**Run 1: cell classes on the final placement**

(4 px per um)
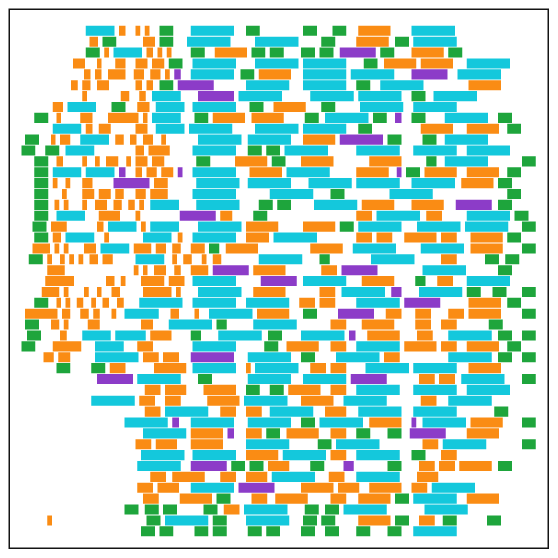
**Run 1: cells by drive strength**

(2 px per um)
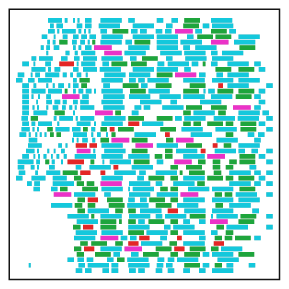
**Run 1: the metal 3 layer**

(3 px per um)
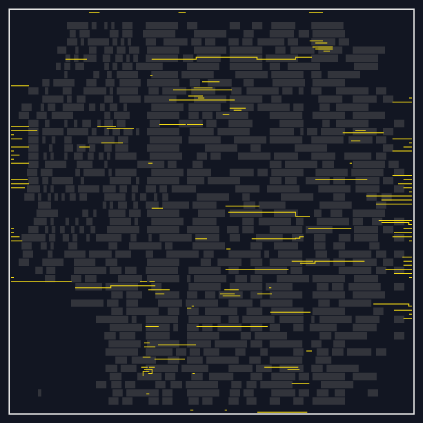
**Run 1: signal metal coverage by tile**

(3 px per um) 27 x 27 tiles, from dark purple (low) to yellow (high), scaled to the fullest tile. Values are wire area over tile area, all layers added.
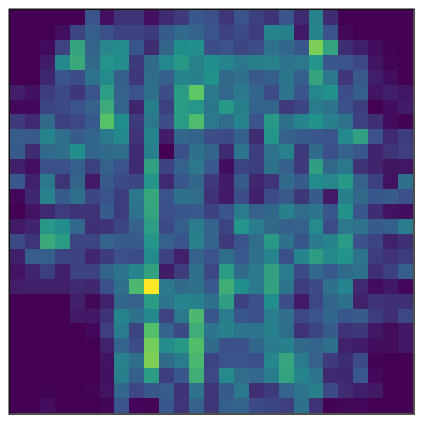
===== config.mk =====
export PLATFORM = sky130hd
export DESIGN_NAME = fetch_unit
export DESIGN_NICKNAME = d
export VERILOG_FILES = /design/src/rtl/fetch_unit.sv
export SDC_FILE = /design/constraint.sdc
export NUM_CORES = 1
export LEC_CHECK = 0
export ABC_CLOCK_PERIOD_IN_PS = 6350
export CELL_PAD_IN_SITES_DETAIL_PLACEMENT = 1
export CELL_PAD_IN_SITES_GLOBAL_PLACEMENT = 1
export CORE_MARGIN = 2
export CORE_UTILIZATION = 45
export CTS_CLUSTER_SIZE = 24
export DETAILED_ROUTE_END_ITERATION = 8
export PLACE_DENSITY = 0.85
export SYNTH_ARGS = -nofsm -noshare
export SYNTH_HDL_FRONTEND = slang
export SYNTH_SLANG_ARGS = --single-unit

===== constraint.sdc =====
create_clock -name clock -period 6.35 [get_ports clock]
set_clock_uncertainty 0.2 [all_clocks]
set_input_delay 1.5875 -clock clock [delete_from_list [all_inputs] [get_ports clock]]
set_output_delay 1.5875 -clock clock [all_outputs]
set_load 0.01 [all_outputs]

===== src/rtl/fetch_unit.sv =====
// Two-wide instruction fetch unit: fetches 32-bit aligned pairs into a small
// queue and presents the two head entries to decode, with redirect and flush.
module fetch_unit #(
    parameter logic [15:0] RESET_PC = 16'h0000,
    parameter int unsigned QDEPTH   = 4
) (
    input  logic        clock,
    input  logic        reset,
    output logic [15:0] address,
    input  logic [31:0] inst_bus,
    input  logic        redirect_valid,
    input  logic [15:0] redirect_pc,
    output logic        out0_valid,
    output logic        out1_valid,
    output logic [15:0] out0_inst,
    output logic [15:0] out1_inst,
    output logic [15:0] out0_pc,
    output logic [15:0] out1_pc,
    input  logic [1:0]  dec_accept
);

    localparam int unsigned PW = $clog2(QDEPTH);
    localparam int unsigned CW = $clog2(QDEPTH + 1);

    typedef enum logic {FETCH, HOLD} state_t;

    state_t          state, state_next;
    logic [15:0]     fetch_pc, fetch_pc_next;
    logic            skip_upper, skip_next;
    logic [15:0]     q_inst [QDEPTH];
    logic [15:0]     q_pc   [QDEPTH];
    logic [PW-1:0]   head, tail, head_next, tail_next, head_plus1, tail_plus1;
    logic [CW-1:0]   count, count_next;
    logic [1:0]      removed, added;
    logic            do_fetch;

    // Pointer add modulo QDEPTH; QDEPTH need not be a power of two.
    function automatic logic [PW-1:0] wrap_add(input logic [PW-1:0] p, input logic [1:0] n);
        int unsigned s;
        s = 32'(p) + 32'(n);
        if (s >= QDEPTH) s = s - QDEPTH;
        return PW'(s);
    endfunction

    assign head_plus1 = wrap_add(head, 2'd1);
    assign tail_plus1 = wrap_add(tail, 2'd1);

    always_comb begin
        removed       = '0;
        added         = '0;
        do_fetch      = 1'b0;
        fetch_pc_next = fetch_pc;
        skip_next     = skip_upper;
        head_next     = head;
        tail_next     = tail;
        count_next    = count;
        if (redirect_valid) begin
            fetch_pc_next = {redirect_pc[15:1], 1'b0};
            skip_next     = redirect_pc[0];
            head_next     = '0;
            tail_next     = '0;
            count_next    = '0;
        end else begin
            // Decode may over-request; only entries actually present are removed.
            if (dec_accept >= 2'd2 && count >= CW'(2))
                removed = 2'd2;
            else if (dec_accept != 2'd0 && count != '0)
                removed = 2'd1;
            if (state == FETCH) begin
                do_fetch      = 1'b1;
                added         = skip_upper ? 2'd1 : 2'd2;
                fetch_pc_next = fetch_pc + 16'd2;
                skip_next     = 1'b0;
            end
            head_next  = wrap_add(head, removed);
            tail_next  = wrap_add(tail, added);
            count_next = count - CW'(removed) + CW'(added);
        end
        state_next = ((QDEPTH - 32'(count_next)) >= 2) ? FETCH : HOLD;
    end

    always_ff @(posedge clock) begin
        if (reset) begin
            state      <= FETCH;
            fetch_pc   <= RESET_PC;
            skip_upper <= 1'b0;
            head       <= '0;
            tail       <= '0;
            count      <= '0;
        end else begin
            state      <= state_next;
            fetch_pc   <= fetch_pc_next;
            skip_upper <= skip_next;
            head       <= head_next;
            tail       <= tail_next;
            count      <= count_next;
        end
    end

    always_ff @(posedge clock) begin
        if (do_fetch && !reset) begin
            if (skip_upper) begin
                q_inst[tail] <= inst_bus[15:0];
                q_pc[tail]   <= fetch_pc + 16'd1;
            end else begin
                q_inst[tail]       <= inst_bus[31:16];
                q_pc[tail]         <= fetch_pc;
                q_inst[tail_plus1] <= inst_bus[15:0];
                q_pc[tail_plus1]   <= fetch_pc + 16'd1;
            end
        end
    end

    assign address    = fetch_pc;
    assign out0_valid = (count != '0);
    assign out1_valid = (count >= CW'(2));
    assign out0_inst  = q_inst[head];
    assign out0_pc    = q_pc[head];
    assign out1_inst  = q_inst[head_plus1];
    assign out1_pc    = q_pc[head_plus1];

endmodule


==> impl_metrics.toml, run 1 <==
# yosys + openroad results
[run_status]
status = "complete, no violations"

[layout]
clkbuf_count = 19
final_cell_mix = "clkdlybuf4s50_1, edfxtp_1, mux4_2"
nFillCells = 1555
drive_above_1_share_pct = 30.85
buffer_area_share_pct = 14.19
antenna_cells = 1
inv_count = 10
instances_no_fill = 811

[timing]
tns_ns = 0
grt_setup_unrepaired = "false"
hold_viol = 0
worst_slew_pin_slew_ns = 1.210
finalCriticalPeriod_ns = 4.774
max_clock_freq_ghz = 0.2095
relSlewSlack_pct = 19.06
finalSetupViolations = 0
period_used_pct = 75.19

[clocking]
post_cts_resize_count = 0
cts_hold_buf = 0
cts_buffers = 17
clkTransAtPathRegs_ns = 0.06
insertion_delay_ns = 0.43
cts.sinks = 152
postCtsSetupRepairBufs = 0

[routing]
wl_met2_mm = 10.28
met1_length_mm = 7.638
top_layer = "met4"
drt_iter0_markers = 380
wl_met3_um = 790
drc_errors = 0

[critical_path]
cp.arrival_ns = 2.99
cp_data_required_time_ns = 4.56
crit_path_end_kind = "output pin"
path_cells = "buf_4 > mux4_2 > clkdlybuf4s50_1"
cpLargestDelayFamily = "flip-flops"
cp-startpoint = "head[1]"
rr_startpoint = "state"
r2r-end = "state"
critPathKind = "reg -> out"
cp_slowest_stage_delay_ns = 0.99
cp_max_fo = 53
cp_slowest_cell = "dfxtp_4"
start_kind = "flip-flop"
cp_num_buf_inv = 2

[synth]
ys_ff = 152
top_area_share_pct = 50.23
synth_warnings = 0
fa_ha_area_share_pct = 1.341
synthSimpleGateAreaFrac_pct = 5.690
edf_count = 128
top_cells_by_count = "edfxtp_1, mux4_2, mux2_2, nor2_1, dfxtp_1"
async_flop_share_pct = 0
syn_area_um2 = 7652
synthTopLogicFamily = "multiplexers"
synthCells = 449
synth_seq_share_pct = 56.51
most_common_cell = "edfxtp_1"

[power_and_ir_drop]
total_power_mw = 3.026
seq_cell_power_mw = 1.26
power_frac_clock_pct = 31.4
p_leak_nw = 3.162
powerDensity_nw_per_um2 = 312.1
ir_worst_vdd_mv = 0.2173
swShare_pct = 27.14
pwr-share-seq_pct = 41.7
maxPowerGroup = "sequential cells"
combPwrFrac_pct = 26.8
pg_clk_uw = 952

[floorplanning]
initCoreUtil_pct = 46.14
num_io_pins = 135
chipArea_um2 = 18060
chipHeight_um = 134.4
taps = 220

[grt]
grt_use_met2_pct = 39.34
antenna_found_initial = 1
grt_pass1_vias = 5180
grt_busiest_layer = "met2"
grt_max_degree = 54
met1_usage_pct = 27.11

[placed_design]
numPortBuffers = 133
place_ws_ns = 1.472
finalWeightedCongestion = 0.7629
place_area_um2 = 9153
hpwl_mm = 12.38

[hold_path]
worstHoldStart = "address[9]"
Back to the opening pictures, 'cell classes on the final placement':
legend:
  orange:
    class: combinational and other logic
    cells: 269
    share_of_their_area: 34%
  cyan:
    class: sequential cells
    cells: 152
    share_of_their_area: 46%
  purple:
    class: clock drivers and dummy loads
    cells: 30
    share_of_their_area: 5.8%
  green:
    class: remaining buffers and delay cells
    cells: 139
    share_of_their_area: 15%
sequential share of cell area: 44.65%
Rows: 47
fin util: 58.47%
core area: 16580 um2
post-route cell area: 9697 um2

Back to the opening pictures, 'cells by drive strength':
legend:
  green:
    size: _2 cells
    cells: 140
    share: 24%
    most_used: mux4_2
  cyan:
    size: _0 and _1 cells
    cells: 408
    share: 69%
    most_used: clkdlybuf4s50_1
  red:
    size: _3 and _4 cells
    cells: 22
    share: 3.7%
    most_used: mux2_4
  magenta:
    size: _6 and larger
    cells: 20
    share: 3.4%
    most_used: clkbuf_16
setup ws final: 1.576 ns
Area Overhead vs Synth: 26.72%
Repair and plain buffers: 139

Back to the opening pictures, 'the metal 3 layer':
main direction: horizontal
wire length on this layer: 790 um
share of all routed wire: 4.1%
met3 GRT Util: 4.800%
final wirelength: 19.14 mm
DR vias: 4794

Back to the opening pictures, 'signal metal coverage by tile':
nearly empty tiles: 12%
fullest tile: 0.64
emptiest ninth of the die: south-west
tiles over half the peak: 8.4%
densest ninth of the die: south
mean over tiles: 0.17
wire length per cell: 23.59 um
all-layer global routing usage: 22.35%

==> run 1 -> run 2 <==
==> config.mk (replaced) <==
export PLATFORM = sky130hd
export DESIGN_NAME = fetch_unit
export DESIGN_NICKNAME = d
export VERILOG_FILES = /design/src/rtl/fetch_unit.sv
export SDC_FILE = /design/constraint.sdc
export NUM_CORES = 1
export LEC_CHECK = 0
export ABC_CLOCK_PERIOD_IN_PS = 4000
export CELL_PAD_IN_SITES_DETAIL_PLACEMENT = 1
export CELL_PAD_IN_SITES_GLOBAL_PLACEMENT = 1
export CORE_MARGIN = 2
export CORE_UTILIZATION = 40
export CTS_CLUSTER_SIZE = 24
export DETAILED_ROUTE_END_ITERATION = 8
export PLACE_DENSITY = 0.8
export SYNTH_ARGS = -nofsm -noshare
export SYNTH_HDL_FRONTEND = slang
export SYNTH_SLANG_ARGS = --single-unit
==> constraint.sdc (replaced) <==
create_clock -name clock -period 4 [get_ports clock]
set_clock_uncertainty 0.2 [all_clocks]
set_input_delay 1 -clock clock [delete_from_list [all_inputs] [get_ports clock]]
set_output_delay 1 -clock clock [all_outputs]
set_load 0.01 [all_outputs]
**Run 2: the metal 3 layer**

(3 px per um)
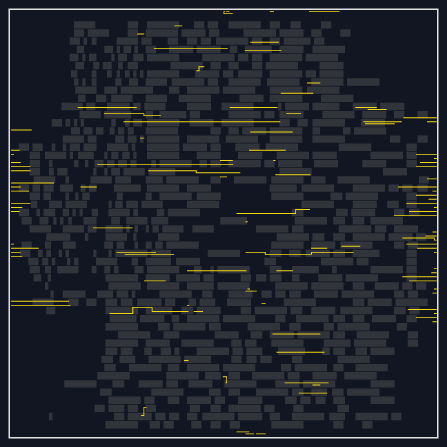
main direction: horizontal
wire length on this layer: 898 um
longest straight run: 52.0 um
nets with wire on the layer: 86
share of all routed wire: 4.7%
DR vias: 4729
met3 GRT Util: 4.206%

**Run 2: the clock network**

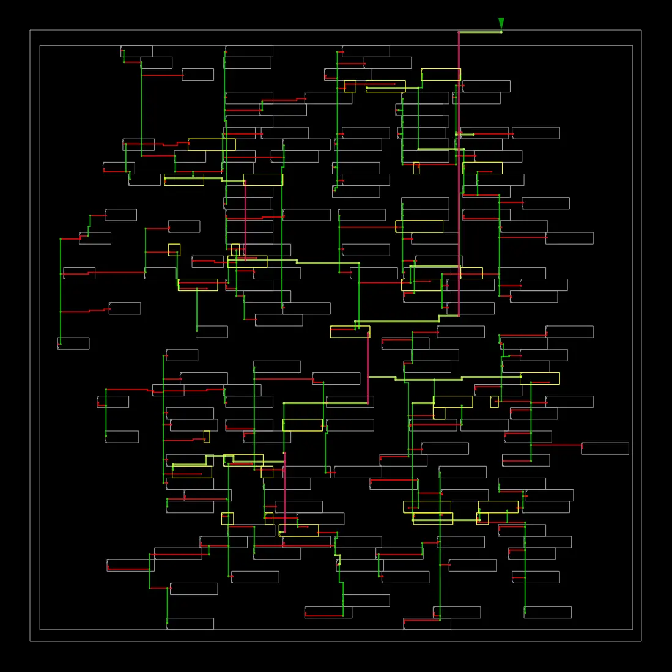
clk pwr: 1.63 mW
sequential cells: 152
final-layout clock buffer total: 19
clk_lat worst skew: 0.42 ns

==> run 2 against run 1 <==
Sequential share of layout area shrank 0.90 points. Critical path type unchanged. First-iteration DRC count fell by 31%. Sequential cell count is the same. Count of clock-buffer cells in the layout did not move. Area after synthesis unchanged. Core utilization down 5.7 points. Critical endpoint is now out0_pc[4]. Hold slack improved by 0.012 ns. Combinational power up 66%. Design area increased by 2.1%. Die area is 12% higher. Sequential power grew 56%. Critical path depth is the same.
==> impl_metrics.toml, run 2 <==
# yosys + openroad results
[timing]
period_used_pct = 93.96
hold_viol = 0
worst_slack_ns = 0.2417
finalSetupViolations = 0
grt_setup_unrepaired = "false"
finalCriticalPeriod_ns = 3.758
tns_ns = 0
worst_slew_pin_slew_ns = 1.162

[grt]
grt_busiest_layer = "met2"
antenna_found_initial = 0

[critical_path]
path_cells = "buf_4 > mux4_2 > clkdlybuf4s50_1"
cp_slowest_cell = "dfxtp_4"
cp_slowest_stage_delay_ns = 0.71
start_kind = "flip-flop"
cp_data_required_time_ns = 2.80
cp_num_buf_inv = 2
rr_startpoint = "state"
crit_path_end_kind = "output pin"
cp_max_fo = 31
critPathKind = "reg -> out"
r2r-end = "state"
cpLargestDelayFamily = "buffers and inverters"
cp-startpoint = "head[1]"

[power_and_ir_drop]
ir_worst_vdd_mv = 0.3351
pwr-share-seq_pct = 39.7
total_power_mw = 4.936
p_leak_nw = 3.233
power_frac_clock_pct = 33.0
swShare_pct = 26.90

[synth]
edf_count = 128
syn_area_um2 = 7652
synthSimpleGateAreaFrac_pct = 5.690
most_common_cell = "edfxtp_1"
synth_warnings = 0
synthCells = 449
synthTopLogicFamily = "multiplexers"
async_flop_share_pct = 0

[layout]
antenna_cells = 0
signal_buffers = 148
final_cell_mix = "clkdlybuf4s50_1, edfxtp_1, mux4_2"
inv_count = 10
utilization_pct = 52.73
area.growth.synth_to_final_pct = 29.33
nFillCells = 1740
drive_above_1_share_pct = 32.28
instances_no_fill = 835
seq-cell-share_pct = 43.74

[run_status]
status = "complete, no violations"

[routing]
top_layer = "met4"
wl_per_cell_um = 23.01
wl_met3_um = 898

[clocking]
cts.sinks = 152
cts_hold_buf = 0
post_cts_resize_count = 0
cts_buffers = 17
postCtsSetupRepairBufs = 0
clkTransAtPathRegs_ns = 0.06

[floorplanning]
num_io_pins = 135
coreArea_um2 = 18770
taps = 234
rows = 50
chipArea_um2 = 20250

[placed_design]
place_ws_ns = 0.1673
finalWeightedCongestion = 0.8255
hpwl_mm = 12.56
place_area_um2 = 9300
numPortBuffers = 133

[hold_path]
worstHoldStart = "address[15]"
**Run 2: signal metal coverage by tile**

(3 px per um) 28 x 28 tiles, from dark purple (low) to yellow (high), scaled to the fullest tile. Values are wire area over tile area, all layers added.
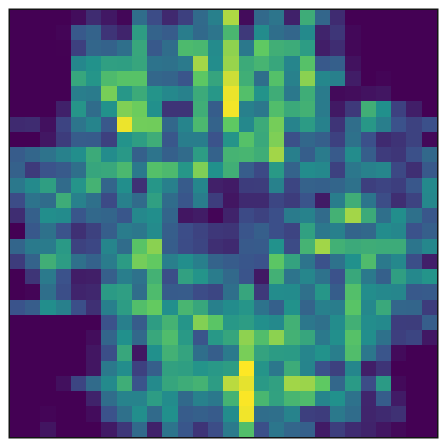
nearly empty tiles: 15%
tiles over half the peak: 26%
fullest tile: 0.43
mean over tiles: 0.15
all-layer global routing usage: 19.58%
final wirelength: 19.21 mm

Power figures rest on the tool's default switching activity, not on a simulated workload.
